**config.mk**
```make
export PLATFORM = sky130hd
export DESIGN_NAME = mem_port_arbiter
export DESIGN_NICKNAME = d
export VERILOG_FILES = /design/src/rtl/mem_arb_pkg.sv /design/src/rtl/mem_arb_tag_pipe.sv /design/src/rtl/mem_port_arbiter.sv
export SDC_FILE = /design/constraint.sdc
export NUM_CORES = 1
export LEC_CHECK = 0
export CORE_MARGIN = 2
export CORE_UTILIZATION = 35
export CTS_BUF_LIST = sky130_fd_sc_hd__clkbuf_4 sky130_fd_sc_hd__clkbuf_8 sky130_fd_sc_hd__clkbuf_16
export DETAILED_ROUTE_END_ITERATION = 6
export PLACE_DENSITY_LB_ADDON = 0.08
export SLEW_MARGIN = 20
export SYNTH_ARGS = -nofsm -noshare
export SYNTH_HDL_FRONTEND = slang
export SYNTH_SLANG_ARGS = --single-unit
```
**constraint.sdc**
```tcl
create_clock -name clk -period 5.3 [get_ports clk]
set_input_delay 1.06 -clock clk [delete_from_list [all_inputs] [get_ports clk]]
set_output_delay 1.06 -clock clk [all_outputs]
set_load 0.01 [all_outputs]
```
**src/rtl/mem_arb_pkg.sv**
```systemverilog
// Shared encodings for the fetch / load-store memory port arbiter.
package mem_arb_pkg;

  typedef enum logic {
    OWN_IF = 1'b0,
    OWN_LS = 1'b1
  } owner_e;

  typedef enum logic {
    ARB_LS_PRI   = 1'b0,
    ARB_IF_FORCE = 1'b1
  } arb_state_e;

  localparam logic [2:0] RD_WORD = 3'b010;

  typedef struct packed {
    logic   vld;
    owner_e owner;
  } tag_t;

endpackage

```
**src/rtl/mem_arb_tag_pipe.sv**
```systemverilog
// RD_LAT-deep {vld, owner} shift register; o_tag lines up with the memory read data.
// flush clears every stage immediately so no stale return survives it.
module mem_arb_tag_pipe
  import mem_arb_pkg::*;
#(
  parameter int RD_LAT = 1
) (
  input  logic clk,
  input  logic flush,
  input  tag_t i_tag,
  output tag_t o_tag
);

  tag_t pipe_q [RD_LAT];
  tag_t pipe_d [RD_LAT];

  always_comb begin
    pipe_d[0] = i_tag;
    for (int i = 1; i < RD_LAT; i++) begin
      pipe_d[i] = pipe_q[i-1];
    end
  end

  always_ff @(posedge clk or posedge flush) begin
    if (flush) begin
      for (int i = 0; i < RD_LAT; i++) begin
        pipe_q[i] <= '0;
      end
    end else begin
      pipe_q <= pipe_d;
    end
  end

  assign o_tag = pipe_q[RD_LAT-1];

endmodule

```
**src/rtl/mem_port_arbiter.sv**
```systemverilog
// Shares one single-ported memory between fetch and load/store; one grant per cycle,
// LS-priority with a forced IF grant after MAX_LS_RUN consecutive LS wins.
module mem_port_arbiter
  import mem_arb_pkg::*;
#(
  parameter int RD_LAT     = 1,
  parameter int MAX_LS_RUN = 4
) (
  input  logic        clk,
  input  logic        rst,
  input  logic        i_if_req,
  input  logic [31:0] i_if_addr,
  output logic [31:0] o_if_instr,
  output logic        o_if_valid,
  output logic        o_if_stall,
  input  logic        i_ls_rd_en,
  input  logic        i_ls_wr_en,
  input  logic [31:0] i_ls_addr,
  input  logic [31:0] i_ls_wdata,
  input  logic [1:0]  i_ls_wr_type,
  input  logic [2:0]  i_ls_rd_type,
  output logic [31:0] o_ls_rdata,
  output logic        o_ls_valid,
  output logic        o_ls_stall,
  output logic [31:0] o_mem_addr,
  output logic [31:0] o_mem_wdata,
  output logic [1:0]  o_mem_wr_type,
  output logic [2:0]  o_mem_rd_type,
  output logic        o_mem_wr_en,
  output logic        o_mem_rd_en,
  input  logic [31:0] i_mem_rdata
);

  localparam int CNT_W = $clog2(MAX_LS_RUN + 1);

  arb_state_e       state_q, state_d;
  logic [CNT_W-1:0] run_cnt_q, run_cnt_d;
  logic [31:0]      addr_q, addr_d;
  logic [31:0]      wdata_q, wdata_d;
  logic [1:0]       wr_type_q, wr_type_d;
  logic [2:0]       rd_type_q, rd_type_d;
  logic [2:0]       st_pend_q, st_pend_d;

  logic ls_req, if_gnt, ls_gnt, st_gnt;
  logic if_ret, ls_ret, ack_fire;
  tag_t push_tag, ret_tag;

  assign ls_req = i_ls_rd_en | i_ls_wr_en;

  // Grants are suppressed while reset is held so every output reads 0.
  always_comb begin
    if_gnt = 1'b0;
    ls_gnt = 1'b0;
    if (!rst) begin
      if (state_q == ARB_IF_FORCE) begin
        if (i_if_req) if_gnt = 1'b1;
        else          ls_gnt = ls_req;
      end else begin
        if (ls_req) ls_gnt = 1'b1;
        else        if_gnt = i_if_req;
      end
    end
  end

  always_comb begin
    state_d   = state_q;
    run_cnt_d = run_cnt_q;
    if (!i_if_req) begin
      state_d   = ARB_LS_PRI;
      run_cnt_d = '0;
    end else if (state_q == ARB_LS_PRI) begin
      if (ls_gnt) begin
        run_cnt_d = run_cnt_q + 1'b1;
        if (run_cnt_d == CNT_W'(MAX_LS_RUN)) state_d = ARB_IF_FORCE;
      end
    end else if (if_gnt) begin
      state_d   = ARB_LS_PRI;
      run_cnt_d = '0;
    end
  end

  // Address and controls hold their last granted value on idle cycles.
  always_comb begin
    addr_d    = addr_q;
    wdata_d   = wdata_q;
    wr_type_d = wr_type_q;
    rd_type_d = rd_type_q;
    if (if_gnt) begin
      addr_d    = i_if_addr;
      rd_type_d = RD_WORD;
    end else if (ls_gnt) begin
      addr_d    = i_ls_addr;
      wdata_d   = i_ls_wdata;
      wr_type_d = i_ls_wr_type;
      rd_type_d = i_ls_rd_type;
    end
  end

  assign st_gnt        = ls_gnt & i_ls_wr_en;
  assign o_mem_addr    = addr_d;
  assign o_mem_wdata   = wdata_d;
  assign o_mem_wr_type = wr_type_d;
  assign o_mem_rd_type = rd_type_d;
  assign o_mem_rd_en   = if_gnt | (ls_gnt & i_ls_rd_en);
  assign o_mem_wr_en   = st_gnt;

  assign o_if_stall = i_if_req & ~if_gnt & ~rst;
  assign o_ls_stall = ls_req & ~ls_gnt & ~rst;

  assign push_tag.vld   = o_mem_rd_en;
  assign push_tag.owner = if_gnt ? OWN_IF : OWN_LS;

  mem_arb_tag_pipe #(
    .RD_LAT (RD_LAT)
  ) u_tag_pipe (
    .clk   (clk),
    .flush (rst),
    .i_tag (push_tag),
    .o_tag (ret_tag)
  );

  assign if_ret = ret_tag.vld & (ret_tag.owner == OWN_IF);
  assign ls_ret = ret_tag.vld & (ret_tag.owner == OWN_LS);

  // A store ack yields to an LS load return in the same cycle and waits here.
  assign ack_fire  = (st_pend_q != 3'd0) & ~ls_ret;
  assign st_pend_d = st_pend_q + 3'(st_gnt) - 3'(ack_fire);

  assign o_if_valid = if_ret;
  assign o_if_instr = if_ret ? i_mem_rdata : 32'h0;
  assign o_ls_valid = ls_ret | ack_fire;
  assign o_ls_rdata = ls_ret ? i_mem_rdata : 32'h0;

  always_ff @(posedge clk or posedge rst) begin
    if (rst) begin
      state_q   <= ARB_LS_PRI;
      run_cnt_q <= '0;
      addr_q    <= '0;
      wdata_q   <= '0;
      wr_type_q <= '0;
      rd_type_q <= '0;
      st_pend_q <= '0;
    end else begin
      state_q   <= state_d;
      run_cnt_q <= run_cnt_d;
      addr_q    <= addr_d;
      wdata_q   <= wdata_d;
      wr_type_q <= wr_type_d;
      rd_type_q <= rd_type_d;
      st_pend_q <= st_pend_d;
    end
  end

endmodule

```
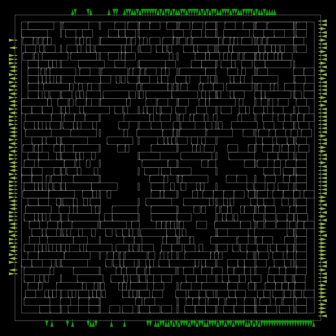
Figure 1: placed standard cells.
area of the core: 0.01075 sq mm
Tapcell Cnt: 140
registers: 78
cell row count: 38
Final Instance Count excl. Fillers: 867

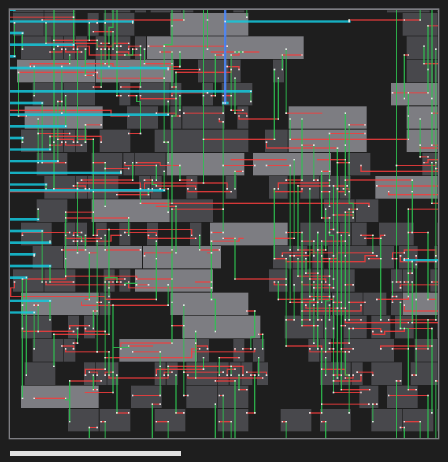
Figure 2: a small window of the routed layout.
Scale bar: 20 um. Window x 2 to 52, y 2 to 52 um. Cells in grey, sequential cells in the stronger grey; small squares are vias.
| layer | colour |
|---|---|
| met3 | cyan |
| met4 | blue |
| met2 | green |
| met1 | red |
most frequent: nand2_1 (54), clkdlybuf4s50_1 (41), dfrtp_1 (22)
sequential cells in the window: 22
netlist names of flops here include: wdata_q (16), run_cnt_q (3)
cells with their middle in the window: 157

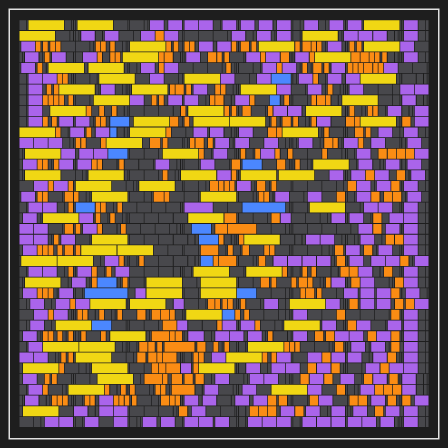
Figure 3: cells coloured by class.
Fill, decap, tap and diode cells in grey.
| class | colour | cells | share of their area |
|---|---|---|---|
| flip-flops | yellow | 78 | 29% |
| other buffers and delay cells | purple | 283 | 42% |
| all other logic | orange | 350 | 25% |
| clock drivers and dummy loads | blue | 16 | 3.4% |
final instance area: 0.006898 sq mm
post-route core utilization: 64.19%
share of cell area taken by flip-flops and latches: 28.30%

==> metrics.log <==
[flow] final metrics
[metrics] required time of the critical path: ~4.2 ns
[metrics] DR vias: 4140
[metrics] synthesis-stage register bit count: slightly below 80
[metrics] number of levels the H-tree was split into: 3
[metrics] number of sinks driven by the clock tree: 78
[metrics] Placed Instance Area: roughly 0.0067 sq mm
[metrics] worst hold-check path type: flop to flop
[metrics] cell resize tally after clock tree synthesis: 0
[metrics] result of the run: finished, final reports clean
[metrics] routability cong.: 0.7654
[metrics] crit end category: output port
[metrics] portion of the layout cell area used by non-clock buffers: 41.05%
[metrics] crit share post-route: 84.08%
[metrics] overall power consumption: around 1.8 mW
[metrics] WL/cell: between 15 and 20 um
[metrics] clk cell area share: 3.301%
[metrics] unrepaired setup endpoints after global routing: false
[metrics] number of ordinary and repair buffers in the finished layout: between 200 and 300
[metrics] Congestion Overflow GR: 0
[metrics] Combinational Area: 0.001688 sq mm
[metrics] number of inserted filler cells in the final layout: 959
[metrics] Overall Global Routing Usage: 23.10%
[logic make-up (layout without fill, tap and decap cells)]
logic type	count (synthesis)	in the layout	share of synthesized area (%)
buf+inv	38	305	5.134
simple gates	293	293	33.71
fa+ha+maj	5	5	1.831
mux	3	3	0.7849
flops	78	78	51.01
compound gates	41	41	7.063
xor+xnor	2	2	0.4579
[critical path, delay by kind of cell]
| kind | cells | cell delay [ns] |
|---|---|---|
| buffers and inverters | 3 | 1.45 |
| AOI/OAI and AO/OA | 2 | 0.60 |
| and+or+nand+nor | 2 | 0.26 |
[state kept, by name, indices dropped and copies added (netlist names)]
register	cells
st_pend_q	3
rd_type_q	3
state_q	1
addr_q	32
u_tag_pipe.o_tag	2
wr_type_q	2
run_cnt_q	3
wdata_q	32
[worst paths after layout]
| path | from | to | depth (start not counted) |
|---|---|---|---|
| setup / recovery | rst | o_mem_addr[12] | 7 |
| hold / removal | wdata_q[7] | wdata_q[7] | 2 |
| setup reg to reg | u_tag_pipe.o_tag[0] | st_pend_q[2] | 8 |
| hold reg to reg | wdata_q[7] | wdata_q[7] | 2 |
| max in group asynchronous | rst | addr_q[28] | 3 |
| min in group asynchronous | rst | addr_q[22] | 3 |
[per-layer routing]
metal	part of all wire, %	track usage [%]	up-vias	wire length, um
met1	38	26.43	1916	5202
met3	9.0	6.751	31	1242
met5	0	0	-	0
met2	50	39.91	196	6907
met4	3.4	10.16	0	469
li1	-	-	1997	-
[power by group]
part           switching, mW  internal, mW
Combinational          0.236         0.309
Sequential            0.0350         0.677
Clock                  0.218         0.284
Total                  0.489          1.27
No activity file was given, so power comes from the tool's default toggle rates.
